$ cat src/rtl/ofdm_dac_pkg.sv
// Shared types and arithmetic for the OFDM DAC formatter.
// Latency: n/a (types, constants and pure combinational functions).
// Backpressure: n/a.
package ofdm_dac_pkg;

    typedef enum logic [1:0] {
        ST_IDLE  = 2'd0,
        ST_PRIME = 2'd1,
        ST_RUN   = 2'd2
    } state_e;

    localparam logic FMT_TWOS   = 1'b0;
    localparam logic FMT_OFFSET = 1'b1;

    // Code that represents "zero signal" on the DAC: mid-scale in offset-binary.
    function automatic logic [31:0] idle_code(input logic fmt, input int dac_w);
        logic [31:0] c;
        c = '0;
        if (fmt == FMT_OFFSET) begin
            c = 32'd1 << (dac_w - 1);
        end
        return c;
    endfunction

    // Round half up, drop SH = in_w - dac_w LSBs, saturate to the signed DAC range,
    // then optionally flip the MSB to turn two's complement into offset-binary.
    // The sum is kept two bits wider than the sign-extended input so the rounding
    // constant can never overflow it.
    function automatic logic [31:0] round_sat_fmt(input logic signed [31:0] x,
                                                  input int in_w,
                                                  input int dac_w,
                                                  input logic fmt);
        int                 sh;
        logic signed [33:0] t;
        logic signed [33:0] v;
        logic signed [33:0] hi;
        logic signed [33:0] lo;
        logic [31:0]        r;
        sh = in_w - dac_w;
        t  = 34'(x) + (34'sd1 <<< (sh - 1));
        v  = t >>> sh;
        hi = (34'sd1 <<< (dac_w - 1)) - 34'sd1;
        lo = -(34'sd1 <<< (dac_w - 1));
        if (v > hi) begin
            v = hi;
        end else if (v < lo) begin
            v = lo;
        end
        r = 32'(v) & ((32'd1 << dac_w) - 32'd1);
        if (fmt == FMT_OFFSET) begin
            r = r ^ (32'd1 << (dac_w - 1));
        end
        return r;
    endfunction

endpackage

$ cat src/rtl/ofdm_sample_fifo.sv
// Synchronous sample FIFO with flush and occupancy output (read data is the head, combinational).
// Latency: a pushed word is visible at the head the clock after the push when the FIFO was empty.
// Backpressure: none internally; the caller must not push when full (unless popping) or pop when empty.
// Ports: clk_i/rst_ni clock and async active-low reset; flush_i empties the FIFO (wins over push);
//        push_i/wr_dat_i write; pop_i/rd_dat_o read; level_o occupancy 0..DEPTH.
module ofdm_sample_fifo #(
    parameter int W     = 36,
    parameter int DEPTH = 8
) (
    input  logic                       clk_i,
    input  logic                       rst_ni,
    input  logic                       flush_i,
    input  logic                       push_i,
    input  logic [W-1:0]               wr_dat_i,
    input  logic                       pop_i,
    output logic [W-1:0]               rd_dat_o,
    output logic [$clog2(DEPTH):0]     level_o
);
    localparam int AW = $clog2(DEPTH);

    logic [W-1:0]  mem_q [DEPTH];
    logic [AW-1:0] wr_ptr_q;
    logic [AW-1:0] rd_ptr_q;
    logic [AW:0]   level_q;

    always_ff @(posedge clk_i or negedge rst_ni) begin
        if (!rst_ni) begin
            wr_ptr_q <= '0;
            rd_ptr_q <= '0;
            level_q  <= '0;
        end else if (flush_i) begin
            wr_ptr_q <= '0;
            rd_ptr_q <= '0;
            level_q  <= '0;
        end else begin
            if (push_i) begin
                wr_ptr_q <= wr_ptr_q + 1'b1;
            end
            if (pop_i) begin
                rd_ptr_q <= rd_ptr_q + 1'b1;
            end
            case ({push_i, pop_i})
                2'b10:   level_q <= level_q + 1'b1;
                2'b01:   level_q <= level_q - 1'b1;
                default: level_q <= level_q;
            endcase
        end
    end

    // Storage needs no reset; occupancy alone decides what is valid. A push while
    // full and popping writes the slot being read, whose old value is still seen
    // on rd_dat_o until the edge.
    always_ff @(posedge clk_i) begin
        if (push_i && !flush_i) begin
            mem_q[wr_ptr_q] <= wr_dat_i;
        end
    end

    assign rd_dat_o = mem_q[rd_ptr_q];
    assign level_o  = level_q;

endmodule

$ cat src/rtl/ofdm_dac_formatter.sv
// Buffers complex samples and replays them to the DAC at one sample per RATE_DIV clocks, rounded,
// saturated and coded as two's complement or offset-binary. Latency: popped sample on dac_* 1 clk after its tick.
// Backpressure: in_ready_o low in IDLE, when disabled, and when full unless that cycle also pops.
// Ports: clk_i, rst_ni (async, active low); enable_i run/flush; fmt_offset_i latched on leaving IDLE;
//        in_valid_i/in_ready_o/in_re_i/in_im_i sample input; dac_i_o/dac_q_o/dac_strobe_o registered DAC side;
//        underrun_o pulse and urun_cnt_o saturating count; fifo_level_o occupancy.
module ofdm_dac_formatter
    import ofdm_dac_pkg::*;
#(
    parameter int IN_W       = 18,
    parameter int DAC_W      = 16,
    parameter int RATE_DIV   = 2,
    parameter int FIFO_DEPTH = 8,
    parameter int PRIME_LVL  = 4
) (
    input  logic                          clk_i,
    input  logic                          rst_ni,
    input  logic                          enable_i,
    input  logic                          fmt_offset_i,
    input  logic                          in_valid_i,
    output logic                          in_ready_o,
    input  logic signed [IN_W-1:0]        in_re_i,
    input  logic signed [IN_W-1:0]        in_im_i,
    output logic [DAC_W-1:0]              dac_i_o,
    output logic [DAC_W-1:0]              dac_q_o,
    output logic                          dac_strobe_o,
    output logic                          underrun_o,
    output logic [15:0]                   urun_cnt_o,
    output logic [$clog2(FIFO_DEPTH):0]   fifo_level_o
);
    localparam int LVL_W = $clog2(FIFO_DEPTH) + 1;
    localparam int CNT_W = $clog2(RATE_DIV);
    localparam int DW    = 2 * IN_W;

    state_e             state_q;
    logic               fmt_q;
    logic [CNT_W-1:0]   cnt_q;
    logic [CNT_W-1:0]   cnt_d;
    logic [DAC_W-1:0]   dac_re_q;
    logic [DAC_W-1:0]   dac_im_q;
    logic               strobe_q;
    logic               urun_q;
    logic [15:0]        urun_cnt_q;

    logic               tick;
    logic               empty;
    logic               full;
    logic               primed;
    logic               pop;
    logic               push;
    logic               flush;
    logic [LVL_W-1:0]   level;
    logic [DW-1:0]      rd_dat;
    logic signed [IN_W-1:0] pop_re;
    logic signed [IN_W-1:0] pop_im;
    logic [DAC_W-1:0]   dac_re_d;
    logic [DAC_W-1:0]   dac_im_d;
    logic [DAC_W-1:0]   idle_cur;
    logic [DAC_W-1:0]   idle_new;

    // Strobe generator: one tick every RATE_DIV clocks, phase restarts on enable.
    assign tick = enable_i && (cnt_q == CNT_W'(RATE_DIV - 1));

    always_comb begin
        cnt_d = cnt_q + 1'b1;
        if (!enable_i || tick) begin
            cnt_d = '0;
        end
    end

    always_ff @(posedge clk_i or negedge rst_ni) begin
        if (!rst_ni) begin
            cnt_q <= '0;
        end else begin
            cnt_q <= cnt_d;
        end
    end

    assign empty  = (level == '0);
    assign full   = (level == LVL_W'(FIFO_DEPTH));
    assign primed = (level >= LVL_W'(PRIME_LVL));

    // The PRIME->RUN tick already takes the first sample.
    assign pop = tick && (((state_q == ST_PRIME) && primed) || ((state_q == ST_RUN) && !empty));

    // A pop frees a slot in the same cycle, so a full FIFO still accepts on a tick.
    assign in_ready_o = enable_i && (state_q != ST_IDLE) && (!full || pop);
    assign push       = in_valid_i && in_ready_o;
    assign flush      = !enable_i || (state_q == ST_IDLE);

    ofdm_sample_fifo #(
        .W     (DW),
        .DEPTH (FIFO_DEPTH)
    ) u_fifo (
        .clk_i    (clk_i),
        .rst_ni   (rst_ni),
        .flush_i  (flush),
        .push_i   (push),
        .wr_dat_i ({in_re_i, in_im_i}),
        .pop_i    (pop),
        .rd_dat_o (rd_dat),
        .level_o  (level)
    );

    assign pop_re   = rd_dat[DW-1:IN_W];
    assign pop_im   = rd_dat[IN_W-1:0];
    assign dac_re_d = DAC_W'(round_sat_fmt(32'(pop_re), IN_W, DAC_W, fmt_q));
    assign dac_im_d = DAC_W'(round_sat_fmt(32'(pop_im), IN_W, DAC_W, fmt_q));
    assign idle_cur = DAC_W'(idle_code(fmt_q, DAC_W));
    assign idle_new = DAC_W'(idle_code(fmt_offset_i, DAC_W));

    always_ff @(posedge clk_i or negedge rst_ni) begin
        if (!rst_ni) begin
            state_q    <= ST_IDLE;
            fmt_q      <= FMT_TWOS;
            dac_re_q   <= '0;
            dac_im_q   <= '0;
            strobe_q   <= 1'b0;
            urun_q     <= 1'b0;
            urun_cnt_q <= '0;
        end else begin
            strobe_q <= 1'b0;
            urun_q   <= 1'b0;
            if (!enable_i) begin
                state_q  <= ST_IDLE;
                dac_re_q <= idle_cur;
                dac_im_q <= idle_cur;
            end else begin
                case (state_q)
                    ST_IDLE: begin
                        // Output format is frozen from here until the next IDLE.
                        fmt_q    <= fmt_offset_i;
                        state_q  <= ST_PRIME;
                        dac_re_q <= idle_new;
                        dac_im_q <= idle_new;
                    end
                    ST_PRIME: begin
                        if (tick) begin
                            strobe_q <= 1'b1;
                            if (primed) begin
                                state_q  <= ST_RUN;
                                dac_re_q <= dac_re_d;
                                dac_im_q <= dac_im_d;
                            end else begin
                                dac_re_q <= idle_cur;
                                dac_im_q <= idle_cur;
                            end
                        end
                    end
                    ST_RUN: begin
                        if (tick) begin
                            strobe_q <= 1'b1;
                            if (!empty) begin
                                dac_re_q <= dac_re_d;
                                dac_im_q <= dac_im_d;
                            end else begin
                                dac_re_q <= idle_cur;
                                dac_im_q <= idle_cur;
                                urun_q   <= 1'b1;
                                state_q  <= ST_PRIME;
                                if (urun_cnt_q != 16'hFFFF) begin
                                    urun_cnt_q <= urun_cnt_q + 1'b1;
                                end
                            end
                        end
                    end
                    default: state_q <= ST_IDLE;
                endcase
            end
        end
    end

    assign dac_i_o      = dac_re_q;
    assign dac_q_o      = dac_im_q;
    assign dac_strobe_o = strobe_q;
    assign underrun_o   = urun_q;
    assign urun_cnt_o   = urun_cnt_q;
    assign fifo_level_o = level;

endmodule

$ cat config.mk
export PLATFORM = sky130hd
export DESIGN_NAME = ofdm_dac_formatter
export DESIGN_NICKNAME = d
export VERILOG_FILES = /design/src/rtl/ofdm_dac_pkg.sv /design/src/rtl/ofdm_sample_fifo.sv /design/src/rtl/ofdm_dac_formatter.sv
export SDC_FILE = /design/constraint.sdc
export NUM_CORES = 1
export LEC_CHECK = 0
export ABC_AREA = 1
export ABC_CLOCK_PERIOD_IN_PS = 4400
export CAP_MARGIN = 15
export CORE_MARGIN = 4
export CORE_UTILIZATION = 33
export CTS_BUF_LIST = sky130_fd_sc_hd__clkbuf_8
export DETAILED_ROUTE_END_ITERATION = 10
export SLEW_MARGIN = 20
export SYNTH_ARGS = -nofsm -noshare
export SYNTH_HDL_FRONTEND = slang
export SYNTH_SLANG_ARGS = --single-unit
$ cat constraint.sdc
create_clock -name clk_i -period 4.4 [get_ports clk_i]
set_clock_uncertainty 0.05 [all_clocks]
set_input_delay 0.44 -clock clk_i [delete_from_list [all_inputs] [get_ports clk_i]]
set_output_delay 0.44 -clock clk_i [all_outputs]
set_load 0.02 [all_outputs]
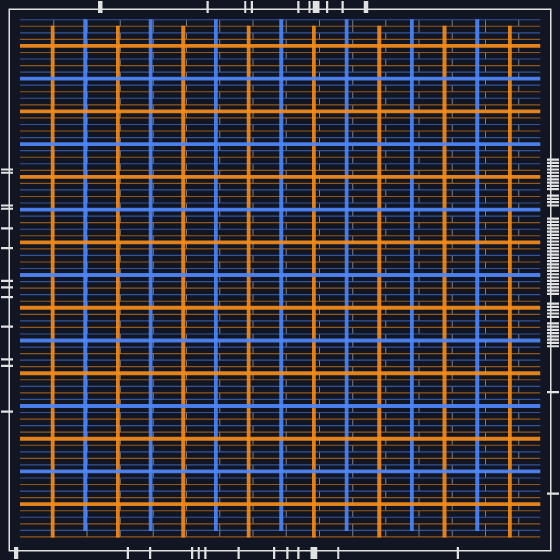
**Above:** run 1 (floorplan with the power grid).
Pins as bars on the die edge. Tap cells in grey.
legend:
  orange:
    net: VSS
  blue:
    net: VDD
met5 straps: 15
met4 straps: 15
die height: 224 um
core area: 46500 sq um
die width: 224 um
Max VDD drop: 0.283 mV

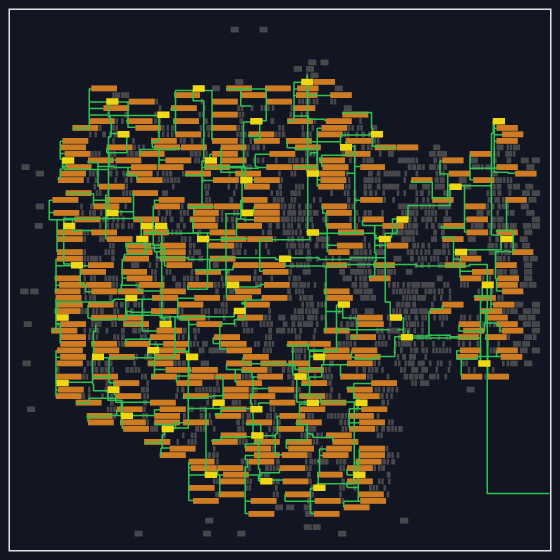
**Above:** run 1 (clock wires, drivers and flops).
legend:
  green:
    item: clock wires
    length: 4390 um
  yellow:
    item: cells driving clock nets
    count: 56
  orange:
    item: flip-flops
    count: 336
routed clock nets: 57
Clock power frac: 0.360
worst skew pair latency: 0.61 ns
Clock Power: 2.51 mW

==> flow_metrics.env, run 1 <==
# source this file to load flow results
export IMPL_grtUsageMet2=0.240
export IMPL_yosys_area_top_type_share=0.529
export IMPL_io_buffer_count=93
export IMPL_synthMuxAreaShare=0.000729
export IMPL_route_met3_wl_um=2440
export IMPL_drt_first_pass_iters=5
export IMPL_antenna_left=0
export IMPL_cpMaxStageDelayCell="clkdlybuf4s50_1"
export IMPL_grt_max_degree=138
export IMPL_synth_stat_cells=1565
export IMPL_final_setup_tns_ns=0
export IMPL_seq_area_sq_um=9770
export IMPL_p_switching_mw=1.86
export IMPL_p_leak_nw=7.72
export IMPL_numCtsBuffers=56
export IMPL_flops=336
export IMPL_max_cap_violations=0
export IMPL_grt_pass1_wl_um=58600
export IMPL_logic_family="simple AND/OR/NAND/NOR gates"
export IMPL_cp_num_buf_inv=3
export IMPL_netlist_instances=1565
export IMPL_yosys_area_sq_um=15400
export IMPL_met1_length_um=16800
export IMPL_syn_nets=1618
export IMPL_ys_flops=336
export IMPL_drive_above_1_share=0.0844
export IMPL_finalHoldWorstSlack_ns=0.394
export IMPL_p_seq_frac=0.518
export IMPL_clockRootBuffer="clkbuf_8"
export IMPL_postCtsSetupRepairBufs=0
export IMPL_async_flop_share=0.190
export IMPL_overflow=0
export IMPL_floorplan_core_util=0.333
export IMPL_htree_levels=2
export IMPL_arrival_ns=2.87
export IMPL_crit_path_max_incr_delay_ns=0.68
export IMPL_inverters_excl_clock=205
export IMPL_cp_start_kind="flop"
export IMPL_layout_setup_ws_ns=1.04
export IMPL_tightest_slew_ns=0.774
export IMPL_gp_congestion=0.778
export IMPL_top_area_cell="edfxtp_1"
export IMPL_wl_um=37300
export IMPL_worstPathRequired_ns=3.91
export IMPL_ys_sh_xor=0.0225
export IMPL_hp_class="in2async"
export IMPL_warnings=33
export IMPL_routedWlPerCell_um=16.0
export IMPL_crit_chain="inv_1 -> ha_1 -> inv_1 -> nor2_1 -> a21oi_1 -> nor2_1 -> nand2_1 -> a21oi_1 -> clkdlybuf4s50_1"
export IMPL_lay_top_cells="nand2_1 (548), edfxtp_1 (272), inv_1 (226)"
export IMPL_status="completed"
export IMPL_clock_buffers=60
export IMPL_comb_cells=965
export IMPL_placed_cell_area_sq_um=17000
export IMPL_antennaDiodeCount=0
export IMPL_seq_share=0.542
export IMPL_antenna_found_initial=2
export IMPL_cts_sinks=336
export IMPL_drtIter0Drc=882
export IMPL_pwr_density_cell_nw_per_um2=387
export IMPL_total_power_mw=6.97
export IMPL_final_area_sq_um=18000
export IMPL_setup_violations=0
export IMPL_largest_class="registers"
export IMPL_final_hold_violation_count=0
export IMPL_comb_share=0.251
export IMPL_synth_main_ff_cell="edfxtp_1"
export IMPL_fin_cells=2336
export IMPL_combPwrFrac=0.122
export IMPL_use_met3=0.0283
export IMPL_fill_cells=4623
export IMPL_simple_gate_area_frac=0.235
export IMPL_fin_crit_sh=0.765
export IMPL_rows=79
export IMPL_pre_cts_ws_ns=0.934
export IMPL_cp_max_fo=6
export IMPL_grt_use_total=0.146
export IMPL_cts_resized_gates=0
export IMPL_grtUsageMet1=0.202
export IMPL_clk_path_buf_depth=3
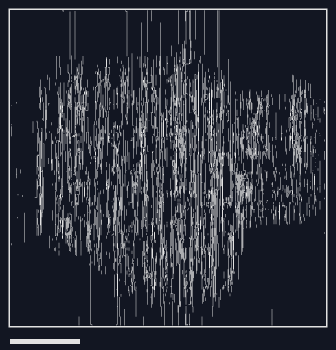
**Above:** run 1 (the metal 2 layer).
The bar under the picture is 50 um long.
wire length on this layer: 17400 um
share of all routed wire: 47%
nets with wire on the layer: 1232

run 1: path summary, 6_finish.rpt:
path | depth (start not counted) | startpoint | to | slack, ns
setup / recovery | 9 | state_q[0] | in_ready_o | 1.04
hold / removal | 2 | rst_ni | urun_cnt_o[5] | 0.39
setup reg to reg | 13 | state_q[0] | u_fifo.mem_q[0][34] | 1.04
hold reg to reg | 2 | dac_i_o[11] | dac_i_o[11] | 0.43
max in group asynchronous | 3 | rst_ni | u_fifo.rd_ptr_q[0] | 2.92
min in group clk_i | 2 | dac_i_o[11] | dac_i_o[11] | 0.43
run 1: synthesized netlist by cell type (2+ instances only):
cell type	n
nand2_1	548
edfxtp_1	272
inv_1	202
nand3_1	174
nor2_1	82
dfrtp_1	64
buf_6	23
o21ai_0	22
xor2_1	22
buf_2	18
o21ai_1	14
xnor2_1	14
ha_1	11
nand2_2	11
nor3_1	10
a21oi_1	9
buf_4	7
nor2_2	7
o22ai_1	7
clkbuf_1	5
buf_1	4
nand4_1	4
nor2_4	4
nor3_2	4
inv_2	3
nand3b_1	3
nand3b_2	3
buf_8	2
nor4_1	2
xor2_2	2
run 1: flip-flops by register name, indices dropped and copies added, names as in the netlist:
register	count
u_fifo.level_o	4
u_fifo.mem_q	272
u_fifo.wr_ptr_q	3
underrun_o	1
urun_cnt_o	16
cnt_q	1
state_q	2
fmt_q	1
u_fifo.rd_ptr_q	3
dac_strobe_o	1
dac_q_o	16
dac_i_o	16
run 1: power by group through the flow:
stage                     logic (mW)  clock network (mW)  registers, mW
after floorplan                0.473                   0           3.71
after global placement         0.835                   0           3.67
after detailed placement       0.852                   0           3.67
after CTS                      0.856                2.60           3.61
after global routing           0.947                2.74           3.62
final                          0.848                2.51           3.61
**Run 1: cell outlines without signal wires**

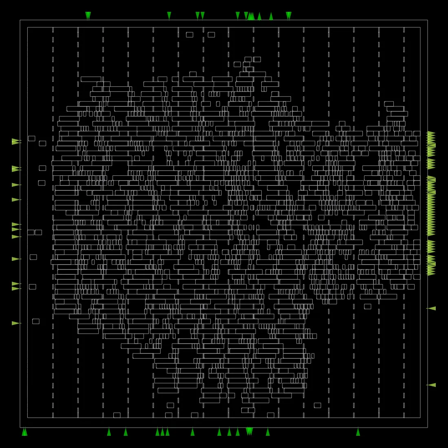

==> run 2, diff against run 1 <==
--- a/config.mk
+++ b/config.mk
@@ -6,7 +6,7 @@
 export NUM_CORES = 1
 export LEC_CHECK = 0
 export ABC_AREA = 1
-export ABC_CLOCK_PERIOD_IN_PS = 4400
+export ABC_CLOCK_PERIOD_IN_PS = 3200
 export CAP_MARGIN = 15
 export CORE_MARGIN = 4
 export CORE_UTILIZATION = 33
==> constraint.sdc (replaced) <==
create_clock -name clk_i -period 3.2 [get_ports clk_i]
set_clock_uncertainty 0.05 [all_clocks]
set_input_delay 0.32 -clock clk_i [delete_from_list [all_inputs] [get_ports clk_i]]
set_output_delay 0.32 -clock clk_i [all_outputs]
set_load 0.02 [all_outputs]
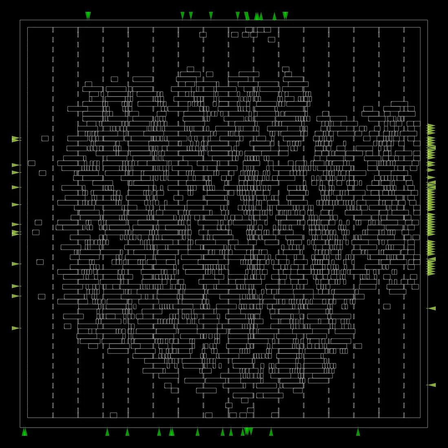
**Above:** run 2 (cell outlines without signal wires).
Seq Cell Count: 336
Seq/total area: 0.533

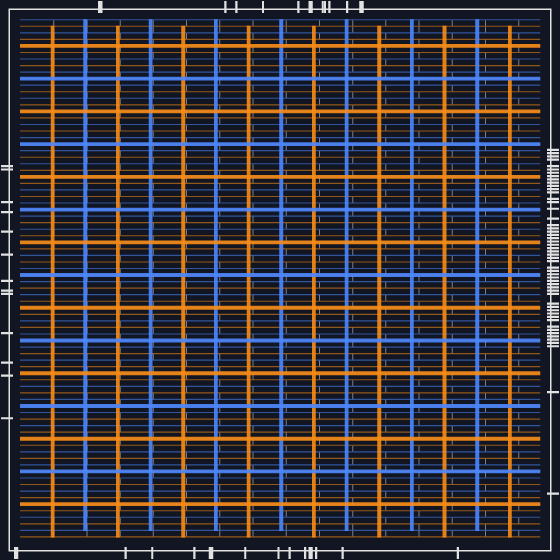
**Above:** run 2 (floorplan with the power grid).
Pins as bars on the die edge. Tap cells in grey.
legend:
  blue:
    net: VDD
  orange:
    net: VSS
met5 straps: 15
met1 rails: 80
tap cells: 607
met4 straps: 15

==> run 2 against run 1 <==
Net effect: wire length rose by 2.6%; non-clock buffer count rose by 19; setup slack got worse by 0.82 ns; critical path depth rose by 5; synthesized cell count did not move; utilization rose by 0.66 points; flip-flop count did not move; combinational power rose by 42%; via count rose by 0.76%; count of clock-buffer cells in the layout fell by 3; first-iteration DRC count fell by 14%; power rose by 37%; largest cell class unchanged; largest power group unchanged.
==> flow_metrics.env, run 2 <==
# source this file to load flow results
export IMPL_postCtsSetupRepairBufs=0
export IMPL_avgSynthCellArea_sq_um=9.87
export IMPL_lay_top_cells="nand2_1 (546), edfxtp_1 (272), inv_1 (225)"
export IMPL_grtUsageMet1=0.199
export IMPL_core_sq_um=46500
export IMPL_cp_max_fo=21
export IMPL_numCtsBuffers=54
export IMPL_most_common_cell="nand2_1"
export IMPL_synth_main_ff_cell="edfxtp_1"
export IMPL_gp_congestion=0.844
export IMPL_use_met3=0.0329
export IMPL_drtIter0Drc=756
export IMPL_synthTopCellsByCount="nand2_1 (548), edfxtp_1 (272), inv_1 (202)"
export IMPL_cp_start_kind="flop"
export IMPL_route_met3_wl_um=2310
export IMPL_fin_crit_sh=0.931
export IMPL_worstPathRequired_ns=3.44
export IMPL_pwr_density_cell_nw_per_um2=523
export IMPL_floorplan_core_util=0.333
export IMPL_inverters_excl_clock=205
export IMPL_largest_class="registers"
export IMPL_tightest_slew_ns=0.644
export IMPL_crit_path_max_incr_delay_ns=0.41
export IMPL_routedWlPerCell_um=16.3
export IMPL_ys_flops=336
export IMPL_p_leak_nw=7.86
export IMPL_final_hold_violation_count=0
export IMPL_cp_num_buf_inv=5
export IMPL_syn_nets=1618
export IMPL_comb_share=0.248
export IMPL_final_area_sq_um=18300
export IMPL_met1_length_um=17100
export IMPL_fill_cells=4510
export IMPL_yosys_area_top_type_share=0.529
export IMPL_fp_dieH_um=224
export IMPL_async_flop_share=0.190
export IMPL_yosys_area_sq_um=15400
export IMPL_setup_violations=0
export IMPL_clk_path_buf_depth=3
export IMPL_drive_above_1_share=0.0974
export IMPL_wl_um=38300
export IMPL_arrival_ns=3.22
export IMPL_overflow=0
export IMPL_max_cap_violations=0
export IMPL_htree_levels=2
export IMPL_pre_cts_ws_ns=0.0767
export IMPL_grtUsageMet2=0.242
export IMPL_antenna_found_initial=4
export IMPL_rows=79
export IMPL_top_area_cell="edfxtp_1"
export IMPL_antenna_left=0
export IMPL_cpMaxStageDelayCell="dfrtp_1"
export IMPL_vias=10832
export IMPL_cts_sinks=336
export IMPL_status="completed"
export IMPL_largest_reg_flops=272
export IMPL_io_buffer_count=93
export IMPL_clock_latency_ns=0.61
export IMPL_seq_area_sq_um=9770
export IMPL_layout_setup_ws_ns=0.220
export IMPL_grt_use_total=0.150
export IMPL_comb_cells=965
export IMPL_netlist_instances=1565
export IMPL_final_util=0.395
export IMPL_grt_max_degree=81
export IMPL_clock_buffers=57
export IMPL_placed_cell_area_sq_um=17200
export IMPL_antennaDiodeCount=2
export IMPL_crit_chain="inv_1 -> ha_2 -> inv_1 -> nor2_1 -> a21oi_1 -> nor2_1 -> nand2_2 -> a21oi_4 -> nand2_1 -> inv_1 -> buf_4 -> nand2_1 -> nor3_4 -> buf_12"
export IMPL_largest_register="u_fifo.mem_q"
export IMPL_synth_stat_cells=1565
export IMPL_grt_pass1_wl_um=59200
export IMPL_warnings=32
==> run 2: cell counts after synthesis <==
Identical to the previous run, type by type.
==> run 2: report_power, final <==
| group | leakage [nW] | total [mW] | switching [mW] | internal (mW) |
|---|---|---|---|---|
| clock | 0.606 | 3.40 | 1.67 | 1.73 |
| combinational | 3.95 | 1.20 | 0.784 | 0.419 |
| sequential | 3.30 | 4.97 | 0.0878 | 4.88 |
| total | 7.86 | 9.58 | 2.54 | 7.04 |
==> run 2: what timing repair did <==
action,in CTS,in global routing
endpoints found under the setup margin,1,248
gates resized,1,9
pin swaps,0,1
hold buffers,1,0
cloned,0,1
endpoints found under the hold margin,45,0
==> run 2: stage by stage <==
stage          setup TNS (ns)  total power, mW  hold slack [ns]  std cells
3_3_place_gp                0             6.22            0.402       2251
5_1_grt                     0             10.0            0.269       2353
3_5_place_dp                0             6.26            0.416       2251
2_1_floorplan          -0.780             5.76          -0.0256       1565
4_1_cts                     0             9.69            0.286       2351
6_report                    0             9.58            0.243       2354
==> run 2: cells by family after synthesis <==
family,synth area share
xor gates and xnor gates,0.0225
and+or+nand+nor,0.235
adders and majority gates,0.0102
buffers and inverters,0.0799
DFF,0.632
AOI/OAI and AO/OA,0.0194
muxes,0.000729
==> run 2: worst paths after layout <==
kind / from / endpoint / slack (ns) / cells past startpoint
max: state_q[0] / u_fifo.mem_q[3][4] / 0.22 / 14
min: rst_ni / dac_i_o[7] / 0.24 / 2
max reg2reg: state_q[0] / u_fifo.mem_q[3][4] / 0.22 / 14
min reg2reg: dac_i_o[14] / dac_i_o[14] / 0.43 / 2
max in group asynchronous: rst_ni / u_fifo.rd_ptr_q[0] / 2.21 / 3
min in group clk_i: fmt_offset_i / fmt_q / 0.33 / 3
**Run 2: the metal 2 layer**

The bar under the picture is 50 um long.
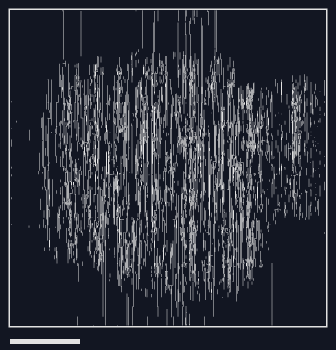

==> run 3, diff against run 2 <==
--- a/config.mk
+++ b/config.mk
@@ -12,6 +12,8 @@
 export CORE_UTILIZATION = 33
 export CTS_BUF_LIST = sky130_fd_sc_hd__clkbuf_8
 export DETAILED_ROUTE_END_ITERATION = 10
+export HOLD_SLACK_MARGIN = 0.12
+export REMOVE_ABC_BUFFERS = 1
 export SLEW_MARGIN = 20
 export SYNTH_ARGS = -nofsm -noshare
 export SYNTH_HDL_FRONTEND = slang
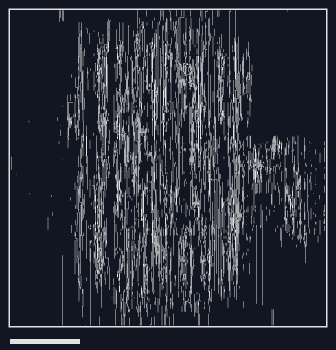
**Above:** run 3 (the metal 2 layer).
The bar under the picture is 50 um long.
share of all routed wire: 47%
main direction: vertical
longest straight run: 67.3 um
wire length on this layer: 17300 um
met2 GRT Util: 0.239
final wirelength: 36500 um
Vias: 10736

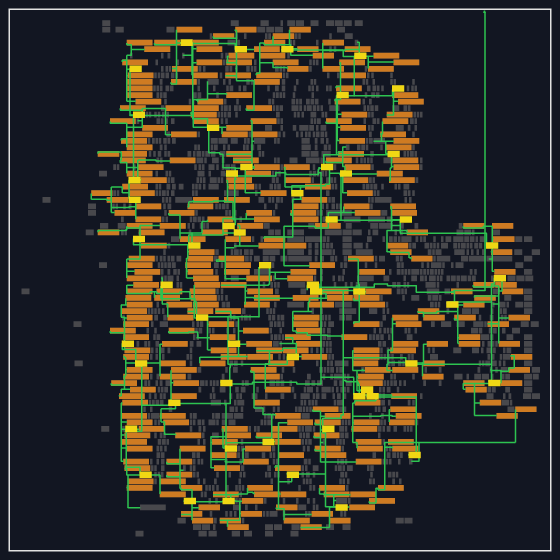
**Above:** run 3 (clock wires, drivers and flops).
Clock power frac: 0.369
Clock Power: 3.61 mW

==> run 3 against run 2 <==
Net effect: non-clock buffer count up 6; largest power group unchanged; via count decreased by 0.89%; power grew 2.2%; setup slack worse by 0.092 ns; sequential power about the same; global-route usage shrank 0.68 points; sequential share of layout area is 0.40 points lower; flip-flop count is the same.
==> flow_metrics.env, run 3 <==
# source this file to load flow results
export IMPL_status="completed"
export IMPL_cp_start_kind="flop"
export IMPL_netlist_instances=1565
export IMPL_antenna_found_initial=4
export IMPL_grt_max_degree=80
export IMPL_seq_power_mw=4.97
export IMPL_overflow=0
export IMPL_fp_dieH_um=224
export IMPL_clockRootBuffer="clkbuf_8"
export IMPL_gp_congestion=0.851
export IMPL_htree_levels=2
export IMPL_vdd_drop_max_mv=0.509
export IMPL_final_hold_violation_count=0
export IMPL_startpoint="state_q[0]"
export IMPL_regToRegStartpoint="state_q[0]"
export IMPL_largest_reg_flops=272
export IMPL_cpMaxStageDelayCell="dfrtp_1"
export IMPL_lay_top_cells="nand2_1 (547), edfxtp_1 (272), inv_1 (220)"
export IMPL_core_sq_um=46500
export IMPL_rows=79
export IMPL_drtIter0Drc=672
export IMPL_combPwrFrac=0.124
export IMPL_fin_crit_sh=0.960
export IMPL_drive_above_1_share=0.102
export IMPL_p_leak_nw=7.91
export IMPL_hp_class="in2reg"
export IMPL_final_area_sq_um=18500
export IMPL_min_from="fmt_offset_i"
export IMPL_power_internal_mw=7.25
export IMPL_worstPathRequired_ns=3.62
export IMPL_maxPowerGroup="registers"
export IMPL_sw_frac_of_total=0.259
export IMPL_crit_chain="inv_1 -> ha_2 -> inv_1 -> nor2_1 -> a21oi_1 -> nor2_1 -> nand2_2 -> a21oi_2 -> nand2_1 -> inv_1 -> nor2_1 -> ha_1 -> a21oi_1 -> nand2_1 -> xor2_1 -> xnor2_1 -> o22ai_1"
export IMPL_p_seq_frac=0.507
export IMPL_cts_sinks=336
export IMPL_cp_max_fo=6
export IMPL_drt_first_pass_iters=5
==> run 3: cell counts after synthesis <==
No cell type changed its count.
==> run 3: worst max-delay path, delay by kind of cell (launching register included) <==
family | cells | cell delay [ns]
flip-flops | 1 | 0.40
buffers and inverters | 3 | 0.34
AND/OR/NAND/NOR | 6 | 0.75
XOR/XNOR | 2 | 0.31
adder cells (fa/ha/maj) | 2 | 0.60
AND-OR/OR-AND | 4 | 0.47
==> run 3: cell families after synthesis <==
| kind of cell | after synthesis | share of synthesized area |
|---|---|---|
| fa+ha+maj | 12 | 0.0102 |
| buf+inv | 264 | 0.0799 |
| simple gates | 858 | 0.235 |
| compound gates | 56 | 0.0194 |
| mux | 1 | 0.000729 |
| xor+xnor | 38 | 0.0225 |
| flops | 336 | 0.632 |
==> run 3: per-stage QoR <==
step	setup WS [ns]	std cells	power [mW]	hold WS [ns]
finish	0.128	2361	9.79	0.275
global route	-0.101	2360	10.3	0.277
CTS	0.0803	2359	9.91	0.247
detailed placement	0.0565	2258	6.27	0.418
global placement	0.116	2258	6.24	0.416
floorplan	-2.56	1506	5.72	-0.0256
==> run 3: layer usage <==
metal	global-route usage	share of wire	wire [um]
met1	0.190	0.45	16300
met2	0.239	0.47	17300
met3	0.0317	0.062	2260
met4	0.0374	0.019	704
met5	0	0.00063	23
==> run 3: layout make-up <==
class / instances / area [sq um]
fillers: 4528 / 28000
flip-flops and latches: 336 / 9770
multi-input cells: 965 / 4520
repair buffers: 146 / 1560
clock buffers: 59 / 812
inverters: 205 / 774
well taps: 607 / 759
clock inverters: 41 / 260
diodes: 2 / 5.00
==> run 3: repair_timing <==
action,CTS,global route
resized,2,6
endpoints found under the hold margin,64,0
buffers inserted,0,0
hold buffers,1,0
endpoints found under the setup margin,1,79
Power is estimated from default activity; no workload was simulated.
